**M1 wires**

Drawn at 4 px/um. Supply wires on this layer in grey.
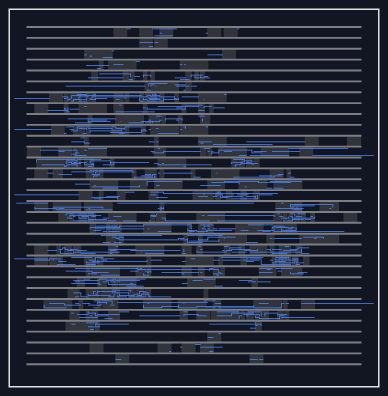
**Metal 2**

Drawn at 4 px/um.
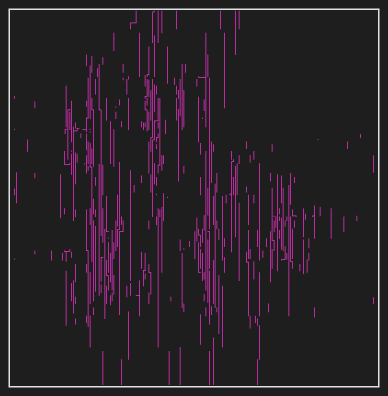
## config.mk

```make
export PLATFORM = sky130hd
export DESIGN_NAME = seq_restoring_divider
export DESIGN_NICKNAME = d
export VERILOG_FILES = /design/src/rtl/seq_restoring_divider.sv
export SDC_FILE = /design/constraint.sdc
export NUM_CORES = 1
export LEC_CHECK = 0
export CAP_MARGIN = 40
export CORE_AREA = 4 4 88 90
export CTS_BUF_LIST = sky130_fd_sc_hd__clkbuf_4
export CTS_CLUSTER_SIZE = 12
export DETAILED_ROUTE_END_ITERATION = 10
export DIE_AREA = 0 0 92 94
export PLACE_DENSITY = 0.43
export SETUP_SLACK_MARGIN = 0.02
export SLEW_MARGIN = 20
export SYNTH_ARGS = -nofsm -noshare
export SYNTH_HDL_FRONTEND = slang
export SYNTH_SLANG_ARGS = --single-unit
```

## constraint.sdc

```tcl
create_clock -name clk -period 4.8 [get_ports clk]
set_input_delay 1.44 -clock clk [delete_from_list [all_inputs] [get_ports clk]]
set_output_delay 1.44 -clock clk [all_outputs]
set_load 0.01 [all_outputs]
```

## src/rtl/seq_restoring_divider.sv

```systemverilog
// seq_restoring_divider: iterative restoring divider, one quotient bit per clock, valid/ready on both sides
// Optional DIV_ZERO_FAST_EN: a zero divisor finishes on the edge after acceptance instead of running N steps.
module seq_restoring_divider #(
  parameter int DIVIDEND_W = 8,
  parameter int DIVISOR_W  = 4
) (
  input  logic                  clk,
  input  logic                  rst_n,
  input  logic                  in_valid,
  output logic                  in_ready,
  input  logic [DIVIDEND_W-1:0] dividend,
  input  logic [DIVISOR_W-1:0]  divisor,
  output logic                  out_valid,
  input  logic                  out_ready,
  output logic [DIVIDEND_W-1:0] quotient,
  output logic [DIVISOR_W-1:0]  remainder,
  output logic                  div_by_zero
);
  localparam int CW = $clog2(DIVIDEND_W) + 1;
  typedef enum logic [1:0] {IDLE, RUN, DONE} state_t;
  state_t                state;
  logic [DIVIDEND_W-1:0] dvd, dvd_nx;
  logic [DIVISOR_W-1:0]  dsr;
  logic [DIVISOR_W:0]    r, r_sh, r_nx;
  logic [CW-1:0]         cnt;
  logic                  q_bit, last;
  assign in_ready = state == IDLE;
  // Quotient bits fill the dividend register from the bottom as its bits leave the top.
  always_comb begin
    r_sh   = {r[DIVISOR_W-1:0], dvd[DIVIDEND_W-1]};
    q_bit  = r_sh >= {1'b0, dsr};
    r_nx   = q_bit ? r_sh - {1'b0, dsr} : r_sh;
    dvd_nx = {dvd[DIVIDEND_W-2:0], q_bit};
    last   = cnt == CW'(DIVIDEND_W - 1);
  end
  always_ff @(posedge clk) begin
    if (!rst_n) begin
      state       <= IDLE;
      dvd         <= '0;
      dsr         <= '0;
      r           <= '0;
      cnt         <= '0;
      out_valid   <= 1'b0;
      quotient    <= '0;
      remainder   <= '0;
      div_by_zero <= 1'b0;
    end else begin
      case (state)
        IDLE: if (in_valid) begin
          dvd   <= dividend;
          dsr   <= divisor;
          r     <= '0;
          cnt   <= '0;
          state <= RUN;
        end
        RUN:
`ifdef DIV_ZERO_FAST_EN
          if (dsr == '0) begin
            quotient    <= '1;
            remainder   <= dvd[DIVISOR_W-1:0];
            div_by_zero <= 1'b1;
            out_valid   <= 1'b1;
            state       <= DONE;
          end else
`endif
          begin
            dvd <= dvd_nx;
            r   <= r_nx;
            if (last) begin
              quotient    <= dvd_nx;
              remainder   <= r_nx[DIVISOR_W-1:0];
              div_by_zero <= dsr == '0;
              out_valid   <= 1'b1;
              state       <= DONE;
            end else cnt <= cnt + 1'b1;
          end
        DONE: if (out_ready) begin
          out_valid <= 1'b0;
          state     <= IDLE;
        end
        default: state <= IDLE;
      endcase
    end
  end
endmodule

```

==> results.sh <==
# source this file to load flow results
export IMPL_netlist_instances=203
export IMPL_grt_max_degree=22
export IMPL_synthTopCellsByCount="nand2_1, dfxtp_1, nor2_1"
export IMPL_nNonClkBuffers=32
export IMPL_ctsLongestPathBuffers=2
export IMPL_initCoreUtil=0.242
export IMPL_pre_cts_slack_ns=1.72
export IMPL_place_gp_congestion=0.715
export IMPL_crit_path_start_kind="flip-flop"
export IMPL_top_cells_by_area="dfxtp_1, nand2_1, nor2_1"
export IMPL_drive_above_1_share=0.0819
export IMPL_r2r_end="remainder[1]$_SDFFE_PN0P_"
export IMPL_ys_seq_frac=0.422
export IMPL_tritoncts="done"
export IMPL_syn_avg_cell_area_um2=8.42
export IMPL_drc=0
export IMPL_min_delay_path_depth=2
export IMPL_ys_types=46
export IMPL_synth_flops=36
export IMPL_clkTransAtPathRegs_ns=0.10
export IMPL_wl_met2_mm=2.00
export IMPL_p_comb_uw=120
export IMPL_met1_usage=0.129
export IMPL_cp_end_kind="output pin"
export IMPL_largest_class="multi-input combinational cells"
export IMPL_critPathKind="reg2out"
export IMPL_hold_buffers=0
export IMPL_cts_buffers_inserted=5
export IMPL_layout_top_cell="nand2_1"
export IMPL_async_flop_share=0
export IMPL_power_clock_uw=166
export IMPL_intPower_uw=436
export IMPL_cap_violations=0
export IMPL_reg2regPathDepth=7
export IMPL_fin_cells=331
export IMPL_period_used=0.597
export IMPL_clock_sinks=36
export IMPL_coreArea_mm2=0.00706
export IMPL_pwr_share_clk=0.273
export IMPL_synth_area_leader_cell="dfxtp_1"
export IMPL_dr_pass1_iters=4
export IMPL_drtIter0Drc=49
export IMPL_hold_start="quotient[7]$_SDFFE_PN0P_"
export IMPL_comb_cells=149
export IMPL_worst_slew_pin_slew_ns=0.695
export IMPL_area_growth_pct=25.3
export IMPL_grt_busiest_layer="met2"
export IMPL_synth_simple_area_share=0.251
export IMPL_die_area_mm2=0.00865
export IMPL_path_cells="nor2_1, clkdlybuf4s50_1"
export IMPL_fa_ha_area_frac=0.0483
export IMPL_drt_wirelength_per_cell_um=12.9
export IMPL_utilization=0.303
export IMPL_status="complete, no violations"
export IMPL_ys_cells=203
export IMPL_swShare=0.282
export IMPL_ir_drop_v=0.000109
export IMPL_tool_warnings=26
export IMPL_top_layer_used="met4"
export IMPL_ctsResizeCount=0
export IMPL_antenna_found_initial=0
export IMPL_ctsHtreeMaxLevel=2
export IMPL_n_fill_cell=792
export IMPL_cp_depth=2
export IMPL_synth_cell_area_mm2=0.00171
## Picture notes: 'M1 wires'
nets with wire on the layer: 233
wire length on this layer: 2000 um

## Picture notes: 'metal 2'
nets with wire on the layer: 200
longest straight run: 37.7 um
share of all routed wire: 47%
main direction: vertical
WL final: 4.25 mm
GR Util met2: 0.173
vias: 1458

